**src/rtl/sl_tx_scheduler_if.sv**
```systemverilog
// ---------------------------------------------------------------------------
// sl_tx_scheduler_if
//   Bundles everything between the word sources, the SL transmitter and the
//   scheduler: request/grant handshake, per-frame configuration and the frame
//   outputs driven toward the transmitter.
//
//   slave  modport : the scheduler (takes requests and config, drives grants
//                    and transmitter-side outputs)
//   master modport : the requester/transmitter side
//
//   enable       grants allowed when 1
//   req          per-requester request level, held until ack
//   req_data     requester i word at [i*DATA_W +: DATA_W]
//   cfg_len      word length in bits, sampled at grant
//   cfg_gap      idle cycles after each frame, sampled at frame end
//   ack          one-hot 1-cycle grant pulse
//   tx_data      word for the transmitter, stable for the frame
//   tx_len       clamped length of the current frame
//   tx_send_now  1-cycle start pulse for the transmitter
//   busy         1 while a frame or its gap is in progress
//   done         1-cycle pulse at frame end
//   cur_id       index of the last granted requester
// ---------------------------------------------------------------------------
interface sl_tx_scheduler_if #(
  parameter int NREQ   = 4,
  parameter int DATA_W = 32
);
  localparam int ID_W = (NREQ > 1) ? $clog2(NREQ) : 1;

  logic                     enable;
  logic [NREQ-1:0]          req;
  logic [NREQ*DATA_W-1:0]   req_data;
  logic [5:0]               cfg_len;
  logic [15:0]              cfg_gap;
  logic [NREQ-1:0]          ack;
  logic [DATA_W-1:0]        tx_data;
  logic [5:0]               tx_len;
  logic                     tx_send_now;
  logic                     busy;
  logic                     done;
  logic [ID_W-1:0]          cur_id;

  modport master (
    output enable, req, req_data, cfg_len, cfg_gap,
    input  ack, tx_data, tx_len, tx_send_now, busy, done, cur_id
  );

  modport slave (
    input  enable, req, req_data, cfg_len, cfg_gap,
    output ack, tx_data, tx_len, tx_send_now, busy, done, cur_id
  );
endinterface

```
**src/rtl/sl_tx_scheduler.sv**
```systemverilog
// ---------------------------------------------------------------------------
// sl_tx_scheduler
//   Shares one SL transmitter between NREQ word sources. A round-robin
//   arbiter picks a requester, its word is latched and a one-cycle
//   tx_send_now is issued; the scheduler then times the serial frame itself
//   ((len + 2) bits of BIT_CLKS cycles: data, parity, stop) and optionally
//   holds off for cfg_gap idle cycles before the next grant.
//
//   clk    system clock (shared with the transmitter)
//   reset  synchronous, active-low
//   bus    sl_tx_scheduler_if.slave: requests, config, grants, tx outputs
//
//   All outputs are registered. Timeline for a grant decided at the edge
//   ending cycle T0-1: ack/tx_send_now in T0, FRAME covers T0..T0+F-1,
//   done in T0+F, which is also the first IDLE cycle when cfg_gap == 0.
// ---------------------------------------------------------------------------
module sl_tx_scheduler #(
  parameter int NREQ     = 4,
  parameter int DATA_W   = 32,
  parameter int BIT_CLKS = 32,
  parameter int LEN_MIN  = 8,
  parameter int LEN_MAX  = 32
) (
  input logic               clk,
  input logic               reset,
  sl_tx_scheduler_if.slave  bus
);

  localparam int ID_W  = (NREQ > 1) ? $clog2(NREQ) : 1;
  localparam int CNT_W = $clog2((LEN_MAX + 2) * BIT_CLKS + 1);

  typedef enum logic [1:0] {
    ST_IDLE,
    ST_FRAME,
    ST_GAP
  } state_t;

  state_t              state_reg, state_next;
  logic [CNT_W-1:0]    cnt_reg, cnt_next;
  logic [15:0]         gap_reg, gap_next;
  logic [NREQ-1:0]     ack_reg, ack_next;
  logic [DATA_W-1:0]   tx_data_reg, tx_data_next;
  logic [5:0]          tx_len_reg, tx_len_next;
  logic                send_now_reg, send_now_next;
  logic                busy_reg, busy_next;
  logic                done_reg, done_next;
  logic [ID_W-1:0]     cur_id_reg, cur_id_next;

  logic [DATA_W-1:0]   req_word [NREQ];
  logic                win_found;
  logic [ID_W-1:0]     win_id;
  logic [5:0]          len_clamped;
  logic [CNT_W-1:0]    frame_last;

  // Split the flat request data bus into one word per requester.
  generate
    for (genvar gi = 0; gi < NREQ; gi++) begin : g_req_word
      assign req_word[gi] = bus.req_data[gi*DATA_W +: DATA_W];
    end
  endgenerate

  // Round-robin: search starts just after the last winner, so the most
  // recently served requester has lowest priority.
  always_comb begin
    int               idx;
    logic [ID_W-1:0]  cand;
    win_found = 1'b0;
    win_id    = '0;
    for (int k = 1; k <= NREQ; k++) begin
      idx = int'(cur_id_reg) + k;
      if (idx >= NREQ) begin
        idx = idx - NREQ;
      end
      cand = ID_W'(idx);
      if (!win_found && bus.req[cand]) begin
        win_found = 1'b1;
        win_id    = cand;
      end
    end
  end

  always_comb begin
    if (bus.cfg_len < 6'(LEN_MIN)) begin
      len_clamped = 6'(LEN_MIN);
    end else if (bus.cfg_len > 6'(LEN_MAX)) begin
      len_clamped = 6'(LEN_MAX);
    end else begin
      len_clamped = bus.cfg_len;
    end
  end

  // Last count value of the frame, derived from the latched length so that
  // cfg_len changes mid-frame have no effect.
  assign frame_last = CNT_W'((int'(tx_len_reg) + 2) * BIT_CLKS - 1);

  always_ff @(posedge clk) begin
    if (!reset) begin
      state_reg    <= ST_IDLE;
      cnt_reg      <= '0;
      gap_reg      <= '0;
      ack_reg      <= '0;
      tx_data_reg  <= '0;
      tx_len_reg   <= '0;
      send_now_reg <= 1'b0;
      busy_reg     <= 1'b0;
      done_reg     <= 1'b0;
      cur_id_reg   <= ID_W'(NREQ - 1);
    end else begin
      state_reg    <= state_next;
      cnt_reg      <= cnt_next;
      gap_reg      <= gap_next;
      ack_reg      <= ack_next;
      tx_data_reg  <= tx_data_next;
      tx_len_reg   <= tx_len_next;
      send_now_reg <= send_now_next;
      busy_reg     <= busy_next;
      done_reg     <= done_next;
      cur_id_reg   <= cur_id_next;
    end
  end

  always_comb begin
    state_next    = state_reg;
    cnt_next      = cnt_reg;
    gap_next      = gap_reg;
    ack_next      = '0;
    tx_data_next  = tx_data_reg;
    tx_len_next   = tx_len_reg;
    send_now_next = 1'b0;
    busy_next     = busy_reg;
    done_next     = 1'b0;
    cur_id_next   = cur_id_reg;

    case (state_reg)
      ST_IDLE: begin
        busy_next = 1'b0;
        if (bus.enable && win_found) begin
          state_next       = ST_FRAME;
          cnt_next         = '0;
          ack_next[win_id] = 1'b1;
          send_now_next    = 1'b1;
          busy_next        = 1'b1;
          tx_data_next     = req_word[win_id];
          tx_len_next      = len_clamped;
          cur_id_next      = win_id;
        end
      end

      ST_FRAME: begin
        if (cnt_reg == frame_last) begin
          done_next = 1'b1;
          if (bus.cfg_gap != 16'd0) begin
            // The done cycle is the first gap cycle, hence the minus one.
            state_next = ST_GAP;
            gap_next   = bus.cfg_gap - 16'd1;
            busy_next  = 1'b1;
          end else begin
            state_next = ST_IDLE;
            busy_next  = 1'b0;
          end
        end else begin
          cnt_next = cnt_reg + 1'b1;
        end
      end

      ST_GAP: begin
        if (gap_reg == 16'd0) begin
          state_next = ST_IDLE;
          busy_next  = 1'b0;
        end else begin
          gap_next = gap_reg - 16'd1;
        end
      end

      default: begin
        state_next = ST_IDLE;
        busy_next  = 1'b0;
      end
    endcase
  end

  assign bus.ack         = ack_reg;
  assign bus.tx_data     = tx_data_reg;
  assign bus.tx_len      = tx_len_reg;
  assign bus.tx_send_now = send_now_reg;
  assign bus.busy        = busy_reg;
  assign bus.done        = done_reg;
  assign bus.cur_id      = cur_id_reg;

endmodule

```
**src/flat_wrapper.sv**
```systemverilog
// flat-port wrapper written by rule: the top's interface ports become plain ports
module sl_tx_scheduler_flat 
#(
  parameter int NREQ     = 4,
  parameter int DATA_W   = 32,
  parameter int BIT_CLKS = 32,
  parameter int LEN_MIN  = 8,
  parameter int LEN_MAX  = 32
)
  (clk, reset, bus_enable, bus_req, bus_req_data, bus_cfg_len, bus_cfg_gap, bus_ack, bus_tx_data, bus_tx_len, bus_tx_send_now, bus_busy, bus_done, bus_cur_id);
  sl_tx_scheduler_if #(.NREQ(NREQ), .DATA_W(DATA_W)) bus_i ();
  input logic clk;
  input logic reset;
  input wire logic [$bits(bus_i.enable)-1:0] bus_enable;
  input wire logic [$bits(bus_i.req)-1:0] bus_req;
  input wire logic [$bits(bus_i.req_data)-1:0] bus_req_data;
  input wire logic [$bits(bus_i.cfg_len)-1:0] bus_cfg_len;
  input wire logic [$bits(bus_i.cfg_gap)-1:0] bus_cfg_gap;
  output wire logic [$bits(bus_i.ack)-1:0] bus_ack;
  output wire logic [$bits(bus_i.tx_data)-1:0] bus_tx_data;
  output wire logic [$bits(bus_i.tx_len)-1:0] bus_tx_len;
  output wire logic [$bits(bus_i.tx_send_now)-1:0] bus_tx_send_now;
  output wire logic [$bits(bus_i.busy)-1:0] bus_busy;
  output wire logic [$bits(bus_i.done)-1:0] bus_done;
  output wire logic [$bits(bus_i.cur_id)-1:0] bus_cur_id;
  assign bus_i.enable = bus_enable;
  assign bus_i.req = bus_req;
  assign bus_i.req_data = bus_req_data;
  assign bus_i.cfg_len = bus_cfg_len;
  assign bus_i.cfg_gap = bus_cfg_gap;
  assign bus_ack = bus_i.ack;
  assign bus_tx_data = bus_i.tx_data;
  assign bus_tx_len = bus_i.tx_len;
  assign bus_tx_send_now = bus_i.tx_send_now;
  assign bus_busy = bus_i.busy;
  assign bus_done = bus_i.done;
  assign bus_cur_id = bus_i.cur_id;
  sl_tx_scheduler #(.NREQ(NREQ), .DATA_W(DATA_W), .BIT_CLKS(BIT_CLKS), .LEN_MIN(LEN_MIN), .LEN_MAX(LEN_MAX)) u_core (.clk(clk), .reset(reset), .bus(bus_i));
endmodule
```
**config.mk**
```make
export PLATFORM = sky130hd
export DESIGN_NAME = sl_tx_scheduler_flat
export DESIGN_NICKNAME = d
export VERILOG_FILES = /design/src/rtl/sl_tx_scheduler_if.sv /design/src/rtl/sl_tx_scheduler.sv /design/src/flat_wrapper.sv
export SDC_FILE = /design/constraint.sdc
export NUM_CORES = 1
export LEC_CHECK = 0
export ABC_AREA = 1
export CAP_MARGIN = 0
export CORE_ASPECT_RATIO = 1.4
export CORE_MARGIN = 2
export CORE_UTILIZATION = 40
export CTS_BUF_LIST = sky130_fd_sc_hd__clkbuf_16
export DETAILED_ROUTE_END_ITERATION = 6
export PLACE_DENSITY = 0.71
export SETUP_SLACK_MARGIN = 0.4
export SLEW_MARGIN = 10
export SYNTH_ARGS = -nofsm -noshare
export SYNTH_HDL_FRONTEND = slang
export SYNTH_SLANG_ARGS = --single-unit
```
**constraint.sdc**
```tcl
create_clock -name clk -period 2.6 [get_ports clk]
set_clock_uncertainty 0.15 [all_clocks]
set_input_delay 0.52 -clock clk [delete_from_list [all_inputs] [get_ports clk]]
set_output_delay 0.52 -clock clk [all_outputs]
set_load 0.05 [all_outputs]
```
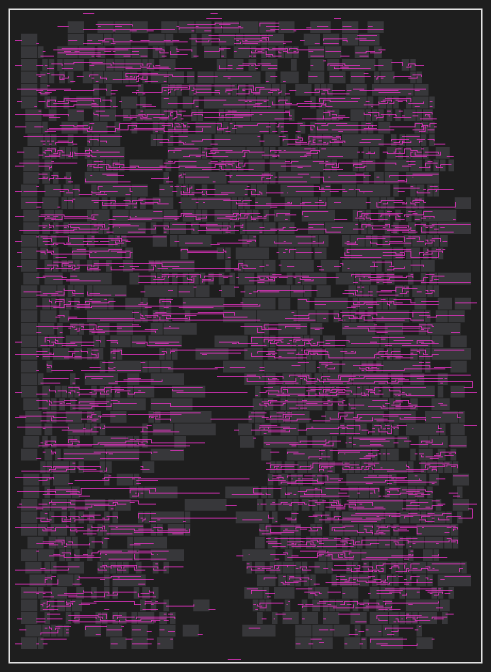
Run 1: met1 routing
- nets with wire on the layer: 1210
- wire length on this layer: 7270 um

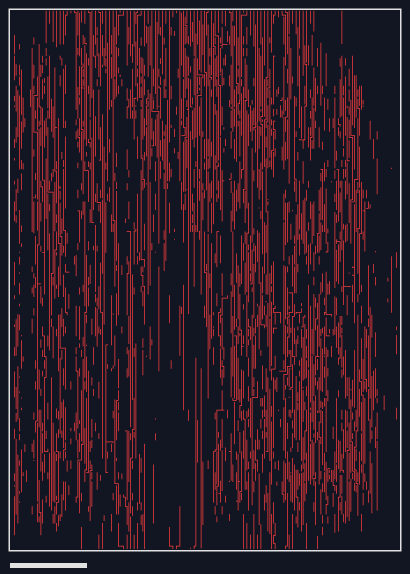
Run 1: signal wires on met2
Scale bar: 20 um.
- wire length on this layer: 10800 um
- nets with wire on the layer: 1027

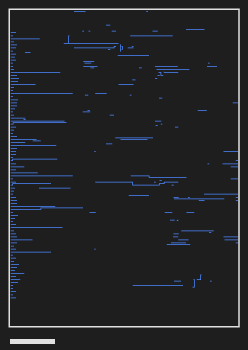
Run 1: metal 3
Scale bar: 20 um.
- main direction: horizontal
- share of all routed wire: 4.8%
- nets with wire on the layer: 151
- longest straight run: 27.4 um

==> impl_metrics.json, run 1 <==
{
  "reg2reg_from": "u_core.bus.cur_id[0]",
  "most_common_cell": "nand2_1",
  "critPathBufInv": 3,
  "combPwrFrac": 0.742,
  "inverters": 67,
  "yosys_warnings": 0,
  "grt_pass1_wl_um": 29400,
  "slew_headroom": 0.593,
  "port_buffers": 203,
  "maxCapViolCount": 0,
  "seq_cell_power_mw": 1.71,
  "warnings": 29,
  "synthXorXnorAreaFrac": 0.0343,
  "worstRegToRegCells": 16,
  "fp_util": 0.405,
  "nClkBuffers": 9,
  "path_cells": "buf_6, nand2_2, nand2_2, nand2_2, nand2_4, nor2_4, a21oi_2, nand3_4, buf_6, buf_16, nand2_2, nand2_2, nand2_2, nand2_1, nand2_1, nand2_1",
  "slowest_stage": "dfxtp_4",
  "top_usage_layer": "met2",
  "finalPower_mw": 11.0,
  "antenna_found_initial": 1,
  "seq_power_share": 0.156,
  "layout_top_cell": "nand2_1",
  "synthFlopType": "dfxtp_1",
  "ys_types": 33,
  "ys_cells": 946,
  "antenna_left": 0,
  "flop-count": 76,
  "drive_gt1_frac": 0.185,
  "grt_max_degree": 40,
  "tns_ps": 0,
  "dpl_cell_area_mm2": 0.00777,
  "wl_per_cell_um": 14.4,
  "largest_class": "combinational gates",
  "max-vdd-ir-drop_mv": 0.700,
  "grt-ovfl-total": 0,
  "drt_iter0_drc": 250,
  "power_leader": "combinational logic",
  "clkTransAtPathRegs_ps": 60,
  "power.share.switching": 0.493,
  "grt_use_met1": 0.276,
  "cts_buffers": 9,
  "top_layer": "met4",
  "finalMaxSlewViolations": 0,
  "finalHoldViolations": 0,
  "synth_flops": 76,
  "finalNetCount": 1349,
  "drc": 0,
  "synth_area_mm2": 0.00537,
  "syn_area_per_cell_um2": 5.67,
  "cts_setup_buffers": 8,
  "chip_area_mm2": 0.0144,
  "pre_cts_ws_ps": -80.9,
  "sh_comb_area": 0.415,
  "startpoint": "u_core.bus.cur_id[0]",
  "dp_hpwl_um": 13400,
  "seq_area_mm2": 0.00155,
  "cp.required_ps": 2680,
  "min_to": "u_core.bus.tx_data[17]",
  "r2r_slack_ps": 370,
  "p_clk_mw": 1.13,
  "worst-path-stages": 16,
  "wl_um": 19700,
  "status": "complete, no violations",
  "min_from": "u_core.bus.tx_data[17]",
  "via_per_inst": 4.87,
  "place_inst": 1325,
  "whs_ps": 295,
  "yosys_area_mm2": 0.00537,
  "final_cell_mix": "nand2_1 (407), clkdlybuf4s50_1 (172), nand3_1 (91), dfxtp_1 (68), nor2_1 (65)",
  "min_period_over_period": 0.856,
  "top_logic_kind": "simple AND/OR/NAND/NOR gates",
  "nWellTaps": 182,
  "fin_util": 0.685,
  "min_period_ps": 2230,
  "end_kind": "flip-flop",
  "groute.layer.met3.usage": 0.0431
}
==> run 1 -> run 2 <==
--- a/config.mk
+++ b/config.mk
@@ -11,6 +11,7 @@
 export CORE_MARGIN = 2
 export CORE_UTILIZATION = 40
 export CTS_BUF_LIST = sky130_fd_sc_hd__clkbuf_16
+export CTS_CLUSTER_SIZE = 28
 export DETAILED_ROUTE_END_ITERATION = 6
 export PLACE_DENSITY = 0.71
 export SETUP_SLACK_MARGIN = 0.4
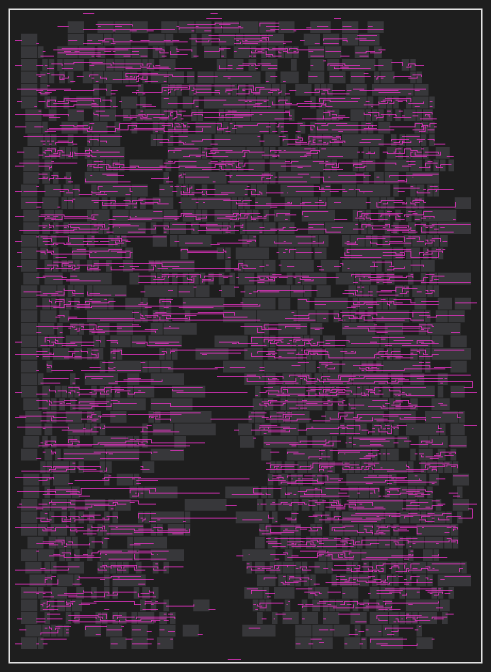
Run 2: met1 routing
- longest straight run: 36.4 um
- wire length on this layer: 7270 um
- share of all routed wire: 37%

==> run 2 against run 1 <==
Sequential cell count stayed put; worst setup slack stayed put; sequential power hardly changed; register-to-register slack hardly changed; wire length stayed put; utilization stayed put; clock-buffer cell count stayed put; global-route usage stayed put; critical path type unchanged; highest routed layer unchanged.
==> impl_metrics.json, run 2 <==
{
  "tns_ps": 0,
  "grt_max_degree": 40,
  "r2r_end": "u_core.bus.tx_data[31]",
  "min_period_over_period": 0.856,
  "antenna_found_initial": 1,
  "grt_use_met1": 0.276,
  "top_usage_layer": "met2",
  "yosys_area_mm2": 0.00537,
  "final_cell_mix": "nand2_1 (407), clkdlybuf4s50_1 (172), nand3_1 (91), dfxtp_1 (68), nor2_1 (65)",
  "startpoint": "u_core.bus.cur_id[0]",
  "synthXorXnorAreaFrac": 0.0343,
  "critPathBufInv": 3,
  "port_buffers": 203,
  "min_to": "u_core.bus.tx_data[17]",
  "dpl_cell_area_mm2": 0.00777,
  "seq_share": 0.171,
  "seq_cell_power_mw": 1.71,
  "nWellTaps": 182,
  "ys_seq_share": 0.284,
  "status": "complete, no violations",
  "power.share.switching": 0.493,
  "endpoint": "u_core.bus.tx_data[31]",
  "syn_area_per_cell_um2": 5.67,
  "min_period_ps": 2230,
  "slew_headroom": 0.593,
  "p_clk_mw": 1.13,
  "via_per_inst": 4.87,
  "cts_buffers": 9,
  "worst_path_most_repeated_cell": "nand2_2",
  "clkTransAtPathRegs_ps": 60,
  "antenna_left": 0,
  "grt-ovfl-total": 0,
  "whs_ps": 295,
  "end_kind": "flip-flop",
  "drc": 0,
  "worst-path-stages": 16,
  "finalPower_mw": 11.0,
  "p_per_area_mw_per_mm2": 1210,
  "drt_iter0_drc": 250,
  "chip_area_mm2": 0.0144,
  "sh_comb_area": 0.415,
  "seq_area_mm2": 0.00155,
  "seq_power_share": 0.156,
  "cp.required_ps": 2680,
  "nClkBuffers": 9,
  "ys_types": 33,
  "finalNetCount": 1349,
  "dr_wl_met2_um": 10800,
  "yosys_warnings": 0,
  "warnings": 29,
  "place_inst": 1325,
  "maxCapViolCount": 0,
  "combPwrFrac": 0.742,
  "drive_gt1_frac": 0.185,
  "most_common_cell": "nand2_1",
  "synth_area_mm2": 0.00537,
  "top_layer": "met4",
  "reg2reg_from": "u_core.bus.cur_id[0]",
  "top_logic_kind": "simple AND/OR/NAND/NOR gates",
  "worstRegToRegCells": 16,
  "dp_hpwl_um": 13400,
  "layout_top_cell": "nand2_1",
  "flop-count": 76,
  "adder_share": 0.0117,
  "inverters": 67,
  "path_cells": "buf_6, nand2_2, nand2_2, nand2_2, nand2_4, nor2_4, a21oi_2, nand3_4, buf_6, buf_16, nand2_2, nand2_2, nand2_2, nand2_1, nand2_1, nand2_1",
  "pre_cts_ws_ps": -80.9,
  "slowest_stage": "dfxtp_4",
  "grt_pass1_wl_um": 29400,
  "wl_per_cell_um": 14.4,
  "finalHoldViolations": 0,
  "max-vdd-ir-drop_mv": 0.700,
  "largest_class": "combinational gates",
  "fin_util": 0.685,
  "synthFlopType": "dfxtp_1",
  "synth_flops": 76,
  "worst_pin_slew_ps": 612,
  "power_leader": "combinational logic",
  "groute.layer.met3.usage": 0.0431,
  "cts_setup_buffers": 8,
  "fp_util": 0.405,
  "syn_nets": 1108
}
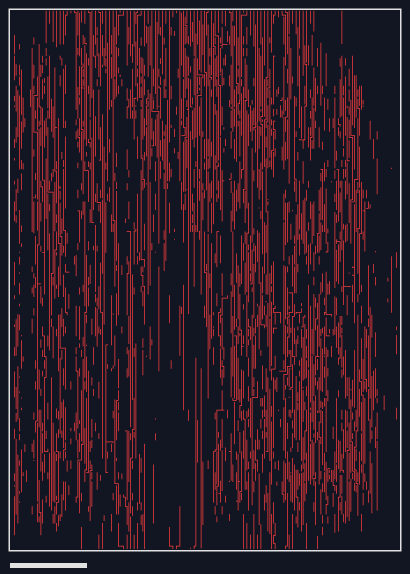
Run 2: signal wires on met2
Scale bar: 20 um.
- nets with wire on the layer: 1027
- main direction: vertical
- wire length on this layer: 10800 um
- longest straight run: 61.5 um
- share of all routed wire: 54%
met2 Resource Use GR: 0.472
WL final: 19700 um

Power figures rest on the tool's default switching activity, not on a simulated workload.
